===== src/rtl/rv32_pkg_mem.sv =====
// Shared definitions for the rv32 memory-port arbiter.
// Contents:
//   arb_state_t    - arbiter FSM state encoding
//   ARB_OWNER_IF   - owner code for instruction fetch
//   ARB_OWNER_LS   - owner code for load/store
//   MEM_WIDTH_WORD - bus width code used for every fetch
package rv32_pkg_mem;

    typedef enum logic [1:0] {
        IDLE   = 2'd0,
        GNT_IF = 2'd1,
        GNT_LS = 2'd2
    } arb_state_t;

    localparam logic ARB_OWNER_IF = 1'b0;
    localparam logic ARB_OWNER_LS = 1'b1;

    localparam logic [3:0] MEM_WIDTH_WORD = 4'b0010;

endpackage


===== src/rtl/rv32_mod_bus_watchdog.sv =====
// Bus watchdog for the memory arbiter.
// A cycle counter that clears while `clear` is high and counts up
// while `enable` is high. `expired` is raised in the cycle that would be
// the TIMEOUT_CYCLES-th counted cycle.
// This lets the arbiter abandon the grant in that same cycle.
// Ports:
//   clk, rst  - clock, asynchronous active-high reset
//   clear     - restart the count (arbiter idle)
//   enable    - count this cycle (grant held, no completion)
//   expired   - limit reached this cycle
module rv32_mod_bus_watchdog #(
    parameter int TIMEOUT_CYCLES = 255
) (
    input  logic clk,
    input  logic rst,
    input  logic clear,
    input  logic enable,
    output logic expired
);

    localparam int CW = $clog2(TIMEOUT_CYCLES + 1);
    localparam logic [CW-1:0] ONE   = 1;
    localparam logic [CW-1:0] LIMIT = CW'(TIMEOUT_CYCLES - 1);

    logic [CW-1:0] count;

    always_ff @(posedge clk or posedge rst) begin
        if (rst) begin
            count <= '0;
        end else if (clear) begin
            count <= '0;
        end else if (enable && count != LIMIT) begin
            count <= count + ONE;
        end
    end

    assign expired = enable && (count == LIMIT);

endmodule


===== src/rtl/rv32_mod_mem_arbiter.sv =====
// Two-requester arbiter sharing the rv32imc_ss RAM/IO port between
// instruction fetch (IF) and load/store (LS). The winning request is
// registered onto the bus at grant and held until mem_ack. The response
// is routed combinationally to the owner in the ack cycle.
// Optional feature: define RV32_ARB_TIMEOUT_EN to add a watchdog. The
// watchdog terminates a grant with an error after TIMEOUT_CYCLES cycles.
// Ports:
//   clk, rst                        - clock, async active-high reset
//   if_req/if_addr                  - fetch request
//   if_rdata/if_ack/if_err          - fetch response
//   ls_req/ls_wr/ls_width/ls_addr/ls_wdata - load/store request
//   ls_rdata/ls_ack/ls_err          - load/store response
//   mem_req/mem_wr/mem_width/mem_addr/mem_wdata - bus request (registered)
//   mem_rdata/mem_ack/mem_err       - bus response
//   busy                            - transaction in flight
//   owner                           - current/last grant (0 IF, 1 LS)
module rv32_mod_mem_arbiter
    import rv32_pkg_mem::*;
#(
    parameter int ADDR_WIDTH     = 32,
    parameter int DATA_WIDTH     = 32,
    parameter int TIMEOUT_CYCLES = 255
) (
    input  logic                  clk,
    input  logic                  rst,
    input  logic                  if_req,
    input  logic [ADDR_WIDTH-1:0] if_addr,
    output logic [DATA_WIDTH-1:0] if_rdata,
    output logic                  if_ack,
    output logic                  if_err,
    input  logic                  ls_req,
    input  logic                  ls_wr,
    input  logic [3:0]            ls_width,
    input  logic [ADDR_WIDTH-1:0] ls_addr,
    input  logic [DATA_WIDTH-1:0] ls_wdata,
    output logic [DATA_WIDTH-1:0] ls_rdata,
    output logic                  ls_ack,
    output logic                  ls_err,
    output logic                  mem_req,
    output logic                  mem_wr,
    output logic [3:0]            mem_width,
    output logic [ADDR_WIDTH-1:0] mem_addr,
    output logic [DATA_WIDTH-1:0] mem_wdata,
    input  logic [DATA_WIDTH-1:0] mem_rdata,
    input  logic                  mem_ack,
    input  logic                  mem_err,
    output logic                  busy,
    output logic                  owner
);

    arb_state_t state;
    logic       in_grant;
    logic       timeout;
    logic       done;
    logic       grant_ls;
    logic       grant_if;

    assign in_grant = (state != IDLE);

`ifdef RV32_ARB_TIMEOUT_EN
    rv32_mod_bus_watchdog #(
        .TIMEOUT_CYCLES (TIMEOUT_CYCLES)
    ) u_watchdog (
        .clk     (clk),
        .rst     (rst),
        .clear   (!in_grant),
        .enable  (in_grant && !mem_ack),
        .expired (timeout)
    );
`else
    assign timeout = 1'b0;
`endif

    // A real completion outranks a timeout in the same cycle.
    assign done = in_grant && (mem_ack || timeout);

    // Round robin: on contention, favour whoever did not win last.
    assign grant_ls = ls_req && (!if_req || owner == ARB_OWNER_IF);
    assign grant_if = if_req && !grant_ls;

    always_ff @(posedge clk or posedge rst) begin
        if (rst) begin
            state     <= IDLE;
            owner     <= ARB_OWNER_IF;
            mem_wr    <= 1'b0;
            mem_width <= '0;
            mem_addr  <= '0;
            mem_wdata <= '0;
        end else begin
            case (state)
                IDLE: begin
                    if (grant_ls) begin
                        state     <= GNT_LS;
                        owner     <= ARB_OWNER_LS;
                        mem_wr    <= ls_wr;
                        mem_width <= ls_width;
                        mem_addr  <= ls_addr;
                        mem_wdata <= ls_wdata;
                    end else if (grant_if) begin
                        state     <= GNT_IF;
                        owner     <= ARB_OWNER_IF;
                        mem_wr    <= 1'b0;
                        mem_width <= MEM_WIDTH_WORD;
                        mem_addr  <= if_addr;
                        mem_wdata <= '0;
                    end
                end
                GNT_IF, GNT_LS: begin
                    if (done) begin
                        state <= IDLE;
                    end
                end
                default: state <= IDLE;
            endcase
        end
    end

    assign mem_req = in_grant;
    assign busy    = in_grant;

    always_comb begin
        if_ack   = 1'b0;
        if_err   = 1'b0;
        if_rdata = '0;
        ls_ack   = 1'b0;
        ls_err   = 1'b0;
        ls_rdata = '0;
        if (done) begin
            if (state == GNT_IF) begin
                if_ack   = 1'b1;
                if_err   = mem_ack ? mem_err : 1'b1;
                if_rdata = mem_ack ? mem_rdata : '0;
            end else begin
                ls_ack   = 1'b1;
                ls_err   = mem_ack ? mem_err : 1'b1;
                ls_rdata = mem_ack ? mem_rdata : '0;
            end
        end
    end

endmodule


===== config.mk =====
export PLATFORM = sky130hd
export DESIGN_NAME = rv32_mod_mem_arbiter
export DESIGN_NICKNAME = d
export VERILOG_FILES = /design/src/rtl/rv32_pkg_mem.sv /design/src/rtl/rv32_mod_bus_watchdog.sv /design/src/rtl/rv32_mod_mem_arbiter.sv
export SDC_FILE = /design/constraint.sdc
export NUM_CORES = 1
export LEC_CHECK = 0
export ABC_AREA = 1
export CAP_MARGIN = 20
export CORE_AREA = 4 4 106 108
export DETAILED_ROUTE_END_ITERATION = 8
export DIE_AREA = 0 0 110 112
export GPL_TIMING_DRIVEN = 0
export HOLD_SLACK_MARGIN = 0.1
export PLACE_DENSITY = 0.85
export SLEW_MARGIN = 10
export SYNTH_ARGS = -nofsm -noshare
export SYNTH_HDL_FRONTEND = slang
export SYNTH_SLANG_ARGS = --single-unit
export TNS_END_PERCENT = 1

===== constraint.sdc =====
create_clock -name clk -period 5.2 [get_ports clk]
set_input_delay 1.3 -clock clk [delete_from_list [all_inputs] [get_ports clk]]
set_output_delay 1.3 -clock clk [all_outputs]
set_load 0.01 [all_outputs]

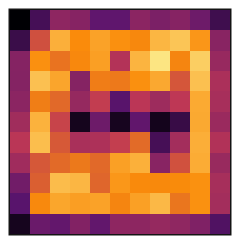
Fig. 1. Cell density map.
Scale: 2 px per um. The die is cut into 11 by 11 equal tiles; black is low, pale yellow is high, 0 to 100% covered.
fullest tile	94%
nearly empty tiles	0.80%
emptiest ninth of the die	centre
mean over tiles	55%
tiles over 75% full	28%
Floorplan Utilization: 0.3636
core area: 10230 um2
Util after Layout: 0.6736

==> run_results.csv <==
group,metric,value,unit
outcome,status,"finished, final reports clean",
min_path,worstHoldStart,"state[1]",
min_path,holdPathEnd,"state[1]",
grt,track_usage,0.2227,
grt,grt_use_met3,0.05507,
drt,routed_wl,14.10,mm
floorplan,die_w,110,um
yosys,ys_sh_aoi,0.001345,
final_layout,layout_top_cell,"clkdlybuf4s50_1",
final_layout,sh_comb_area,0.2246,
grt,grt_overflow,0,
worst_setup_path,cp.buffers_inverters,4,
final_layout,drive_gt1_frac,0.06280,
worst_setup_path,path_delay_family,"buffers and inverters",
yosys,synthCells,535,
final_layout,clock_cell_area_share,0.02814,
pwr,top_power_group,"combinational cells",
yosys,synth-cells-yosys,535,
final_layout,logic_gate_count,389,
yosys,synth-main-ff-cell,"dfrtp_1",
yosys,fp_nets,676,
pwr,p_comb,1700,uW
sta,rsz0062_at_grt,"false",
drt,drt_iter0_markers,295,
pwr,vdd_drop_max,0.2065,mV
final_layout,inv_count,44,
yosys,top_cell,"nand2_1",
worst_setup_path,cp.arrival,3.01,ns
final_layout,num-fill-cells,879,
final_layout,stdcell_area,6892,um2
cts,htreeDepth,3,
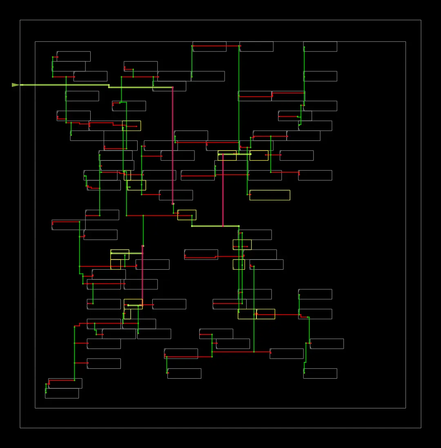
Fig. 2. Clock wiring as the flow saved it.
Clk. pwr: 437 uW
Flops: 72
CTS Sinks: 72
CTS Buf Count: 9

No activity file was given, so power comes from the tool's default toggle rates.
